**src/rtl/lane_merge_arbiter.sv**
```systemverilog
// Merges two lane byte streams through per-lane FIFOs using a round-robin arbiter.
// Optional LANE_IDLE_FILTER_EN drops IDLE symbols before they reach the FIFOs.
module lane_merge_arbiter #(
   parameter int unsigned DEPTH = 4,
   parameter logic [7:0]  IDLE  = 8'h7C
) (
   input  logic       clk,
   input  logic       reset_L,
   input  logic [7:0] data_outser0,
   input  logic       valid_outser0,
   input  logic [7:0] data_outser1,
   input  logic       valid_outser1,
   input  logic       flush,
   input  logic       out_ready,
   output logic [7:0] data_out,
   output logic       valid_out,
   output logic       active_out,
   output logic       fifo_full0,
   output logic       fifo_full1,
   output logic       overflow0,
   output logic       overflow1
);

   localparam int unsigned AW = $clog2(DEPTH);
   localparam int unsigned CW = AW + 1;
`ifdef LANE_IDLE_FILTER_EN
   localparam bit FILTER_EN = 1'b1;
`else
   localparam bit FILTER_EN = 1'b0;
`endif

   typedef enum logic {ST_INIT = 1'b0, ST_ACTIVE = 1'b1} state_t;

   state_t          state_q, state_d;
   logic [7:0]      mem0_q [DEPTH];
   logic [7:0]      mem1_q [DEPTH];
   logic [AW-1:0]   wr0_ptr_q, rd0_ptr_q, wr1_ptr_q, rd1_ptr_q;
   logic [CW-1:0]   count0_q, count1_q, count0_d, count1_d;
   logic            last_grant_q;
   logic [7:0]      data_q;
   logic            valid_q, full0_q, full1_q, ovf0_q, ovf1_q;
   logic            pop0_c, pop1_c;
   logic            in0_c, in1_c, wr0_c, wr1_c;
   logic            clear_c;

   assign clear_c = !reset_L || flush;

   always_ff @(posedge clk) begin
      if (clear_c) state_q <= ST_INIT;
      else         state_q <= state_d;
   end

   // Leave INIT once both lanes hold data as seen before this edge's writes.
   always_comb begin
      state_d = state_q;
      if (state_q == ST_INIT && count0_q != '0 && count1_q != '0)
         state_d = ST_ACTIVE;
   end

   // Round-robin pop decision; preferred lane is the one not granted last.
   always_comb begin
      pop0_c = 1'b0;
      pop1_c = 1'b0;
      if (state_q == ST_ACTIVE && out_ready) begin
         if (last_grant_q) begin
            if (count0_q != '0)      pop0_c = 1'b1;
            else if (count1_q != '0) pop1_c = 1'b1;
         end else begin
            if (count1_q != '0)      pop1_c = 1'b1;
            else if (count0_q != '0) pop0_c = 1'b1;
         end
      end
   end

   assign in0_c    = valid_outser0 && !(FILTER_EN && data_outser0 == IDLE);
   assign in1_c    = valid_outser1 && !(FILTER_EN && data_outser1 == IDLE);
   assign wr0_c    = in0_c && (count0_q != CW'(DEPTH) || pop0_c);
   assign wr1_c    = in1_c && (count1_q != CW'(DEPTH) || pop1_c);
   assign count0_d = count0_q + CW'(wr0_c) - CW'(pop0_c);
   assign count1_d = count1_q + CW'(wr1_c) - CW'(pop1_c);

   always_ff @(posedge clk) begin
      if (!clear_c && wr0_c) mem0_q[wr0_ptr_q] <= data_outser0;
      if (!clear_c && wr1_c) mem1_q[wr1_ptr_q] <= data_outser1;
   end

   always_ff @(posedge clk) begin
      if (clear_c) begin
         wr0_ptr_q    <= '0;
         rd0_ptr_q    <= '0;
         wr1_ptr_q    <= '0;
         rd1_ptr_q    <= '0;
         count0_q     <= '0;
         count1_q     <= '0;
         last_grant_q <= 1'b1;
         data_q       <= 8'h00;
         valid_q      <= 1'b0;
         full0_q      <= 1'b0;
         full1_q      <= 1'b0;
         ovf0_q       <= 1'b0;
         ovf1_q       <= 1'b0;
      end else begin
         if (wr0_c)  wr0_ptr_q <= wr0_ptr_q + AW'(1);
         if (wr1_c)  wr1_ptr_q <= wr1_ptr_q + AW'(1);
         if (pop0_c) rd0_ptr_q <= rd0_ptr_q + AW'(1);
         if (pop1_c) rd1_ptr_q <= rd1_ptr_q + AW'(1);
         count0_q <= count0_d;
         count1_q <= count1_d;
         full0_q  <= (count0_d == CW'(DEPTH));
         full1_q  <= (count1_d == CW'(DEPTH));
         if (in0_c && !wr0_c) ovf0_q <= 1'b1;
         if (in1_c && !wr1_c) ovf1_q <= 1'b1;
         valid_q  <= pop0_c || pop1_c;
         if (pop0_c) begin
            data_q       <= mem0_q[rd0_ptr_q];
            last_grant_q <= 1'b0;
         end else if (pop1_c) begin
            data_q       <= mem1_q[rd1_ptr_q];
            last_grant_q <= 1'b1;
         end
      end
   end

   assign data_out   = data_q;
   assign valid_out  = valid_q;
   assign active_out = (state_q == ST_ACTIVE);
   assign fifo_full0 = full0_q;
   assign fifo_full1 = full1_q;
   assign overflow0  = ovf0_q;
   assign overflow1  = ovf1_q;

endmodule

```
**config.mk**
```make
export PLATFORM = sky130hd
export DESIGN_NAME = lane_merge_arbiter
export DESIGN_NICKNAME = d
export VERILOG_FILES = /design/src/rtl/lane_merge_arbiter.sv
export SDC_FILE = /design/constraint.sdc
export NUM_CORES = 1
export LEC_CHECK = 0
export CORE_ASPECT_RATIO = 1.5
export CORE_UTILIZATION = 40
export DETAILED_ROUTE_END_ITERATION = 8
export GPL_ROUTABILITY_DRIVEN = 1
export SYNTH_ARGS = -nofsm -noshare
export SYNTH_HDL_FRONTEND = slang
export SYNTH_SLANG_ARGS = --single-unit
```
**constraint.sdc**
```tcl
create_clock -name clk -period 3.1 [get_ports clk]
set_input_delay 0.62 -clock clk [delete_from_list [all_inputs] [get_ports clk]]
set_output_delay 0.62 -clock clk [all_outputs]
set_load 0.01 [all_outputs]
```
met1.png
Supply wires on this layer in gray.
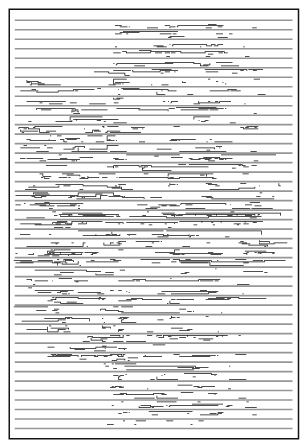
- share of all routed wire: 40%
- main direction: horizontal

met2.png
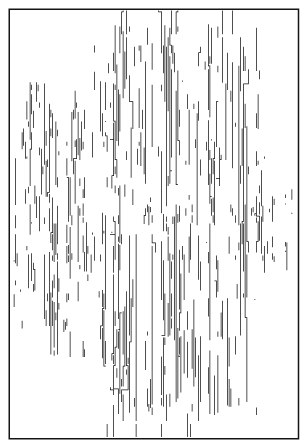
- share of all routed wire: 53%
- longest straight run: 56.4 µm
- nets with wire on the layer: 283
- wire length on this layer: 3490 µm
- main direction: vertical

==> flow_summary.yaml <==
# flow metrics
final_layout:
  seq_cells: 97
  fin_cells: 396
  num-nonclk-buffers: 40
  nFillCells: 807
  areaGrowthSynthToFinish_pct: 19.22
  final_core_util_pct: 49.70
  nets: 315
  inverters: 17
  lay_top_cells: "64 x edfxtp_1, 35 x clkdlybuf4s50_1, 33 x dfxtp_1"
  drive_gt1_share_pct: 15.49
  lay_top_count: "edfxtp_1"
  seq_area_share_pct: 55.83
  buffer_area_share_pct: 8.385
  nClkBuffers: 12
  clockNetworkAreaShare_pct: 5.761
  insertedDiodeCount: 0
  logic_gate_count: 114
  stdcell_area_um2: 4626
  sh_comb_area_pct: 25.62
clock_tree:
  cts_resized: 0
  root_buffer: "clkbuf_16"
  cts_hold_buffers: 0
  clock-sinks: 97
  cts_buffers: 9
  clk_transition_reported_paths_ns: 0.06
  htreeDepth: 3
  clk_latency_ns: 0.34
  clockBufferDepth: 2
global_route:
  grt_max_degree: 23
  antenna_found_initial: 0
  grt_pass1_vias: 2112
  met3_usage_pct: 4.684
  grt_pass1_wl_mm: 10.69
  overflow: 0
  grt_util_met2_pct: 25.62
  grt_usage_pct: 15.23
placed_design:
  portBuffers: 35
  gp_congestion: 0.7015
  place_inst: 380
  hpwl_mm: 4.583
  place_ws_ns: -0.01185
critical_path:
  cp-end-kind: "register"
  rr_worst_depth: 11
  critPathTopFamily: "adder cells"
  slowest_stage: "clkdlybuf4s50_1"
  regToRegStartpoint: "count0_q[2]"
  cp-endpoint: "fifo_full0"
  arrival_ns: 2.98
  regToRegEndpoint: "fifo_full0"
  cp.required_ns: 3.34
  cp-start-kind: "input pin"
  worstPathCellList: "clkdlybuf4s50_1, o311a_4, o21ai_4, a31oi_4, inv_1, ha_1, inv_1, ha_1, fa_1, xnor2_1, xnor2_1, nor4_1"
  critical_path_class: "in2reg"
  crit_buf_inv: 3
  r2r_slack_ns: 0.46
  crit_path_start: "out_ready"
  cp.depth: 12
final_timing:
  fin_ws_ns: 0.3583
  rsz0062_at_grt: "false"
  max-slew-margin-rel_pct: 50.99
  finalHoldViolations: 0
  fin_skew_ns: 0.004137
  finalClockPeriodUsage_pct: 88.44
  worst_pin_slew_ns: 0.7351
  fin_crit_ns: 2.742
  fin_tns_setup_ns: 0
  setup_viol: 0
  fin_hold_ws_ns: 0.4559
  max_freq_mhz: 364.7
floorplanning:
  fp_util_pct: 41.69
  die_w_um: 82.42
  ios: 36
  core_um2: 9308
  rows: 43
  nWellTaps: 112
  design.die.area_um2: 10110
  die_y_um: 122.6
detailed_routing:
  drt_first_pass_iters: 4
  wl_per_cell_um: 16.55
  drt-met1-wl_mm: 2.620
  routed_wl_mm: 6.553
  highest_layer: "met4"
  drt-vias-per-instance: 5.045
  drt_iter0_drc: 78
  drcViolationCount: 0
  vias: 1998
  final_antenna_net_count: 0
  routed-wl-met2_mm: 3.494
  route.met3.wl_um: 299
yosys:
  aoi_share_pct: 5.353
  synth_cell_types: 43
  simple_gate_area_share_pct: 6.611
  yosys_warnings: 0
  topCellsByArea: "edfxtp_1 50%, dfxtp_1 17%, mux4_2 9.3%"
  yosysCellCount: 236
  synthArstFlopShare_pct: 0
  top_cell: "edfxtp_1"
  synth_adder_area_share_pct: 4.902
  yosysChipArea_um2: 3880
  logic_family: "multiplexers"
  postSynth.topFlopCell: "edfxtp_1"
  syn_area_per_cell_um2: 16.44
  ys_seq_share_pct: 66.56
  synth_top_cell_by_area: "edfxtp_1"
  synthesis.nets: 272
  synth-edff-count: 64
  synthCells: 236
  xor_share_pct: 1.806
  syn_area_um2: 3880
power:
  seq_power_share_pct: 56.2
  switching_share_pct: 19.62
  p_per_area_nw_per_um2: 537.9
  internal-power_mw: 2.000
  p_switching_uw: 488.1
  combPwrFrac_pct: 4.0
  ir_drop_v: 0.0003043
  powerComb_uw: 98.7
  powerSeq_mw: 1.40
  powerClk_uw: 991
  pwr-share-clk_pct: 39.8
  power-top-group: "sequential cells"
  p_total_mw: 2.488
  power_leakage_nw: 1.658
hold_path:
  min-delay-path-class: "reg2reg"
  hold_end: "overflow1"
  hold_depth: 2
  worstHoldStart: "overflow1"
flow_run:
  cap_violations: 0
  log.warning_count: 32
run_status:
  status: "finished clean"
No activity file was given, so power comes from the tool's default toggle rates.
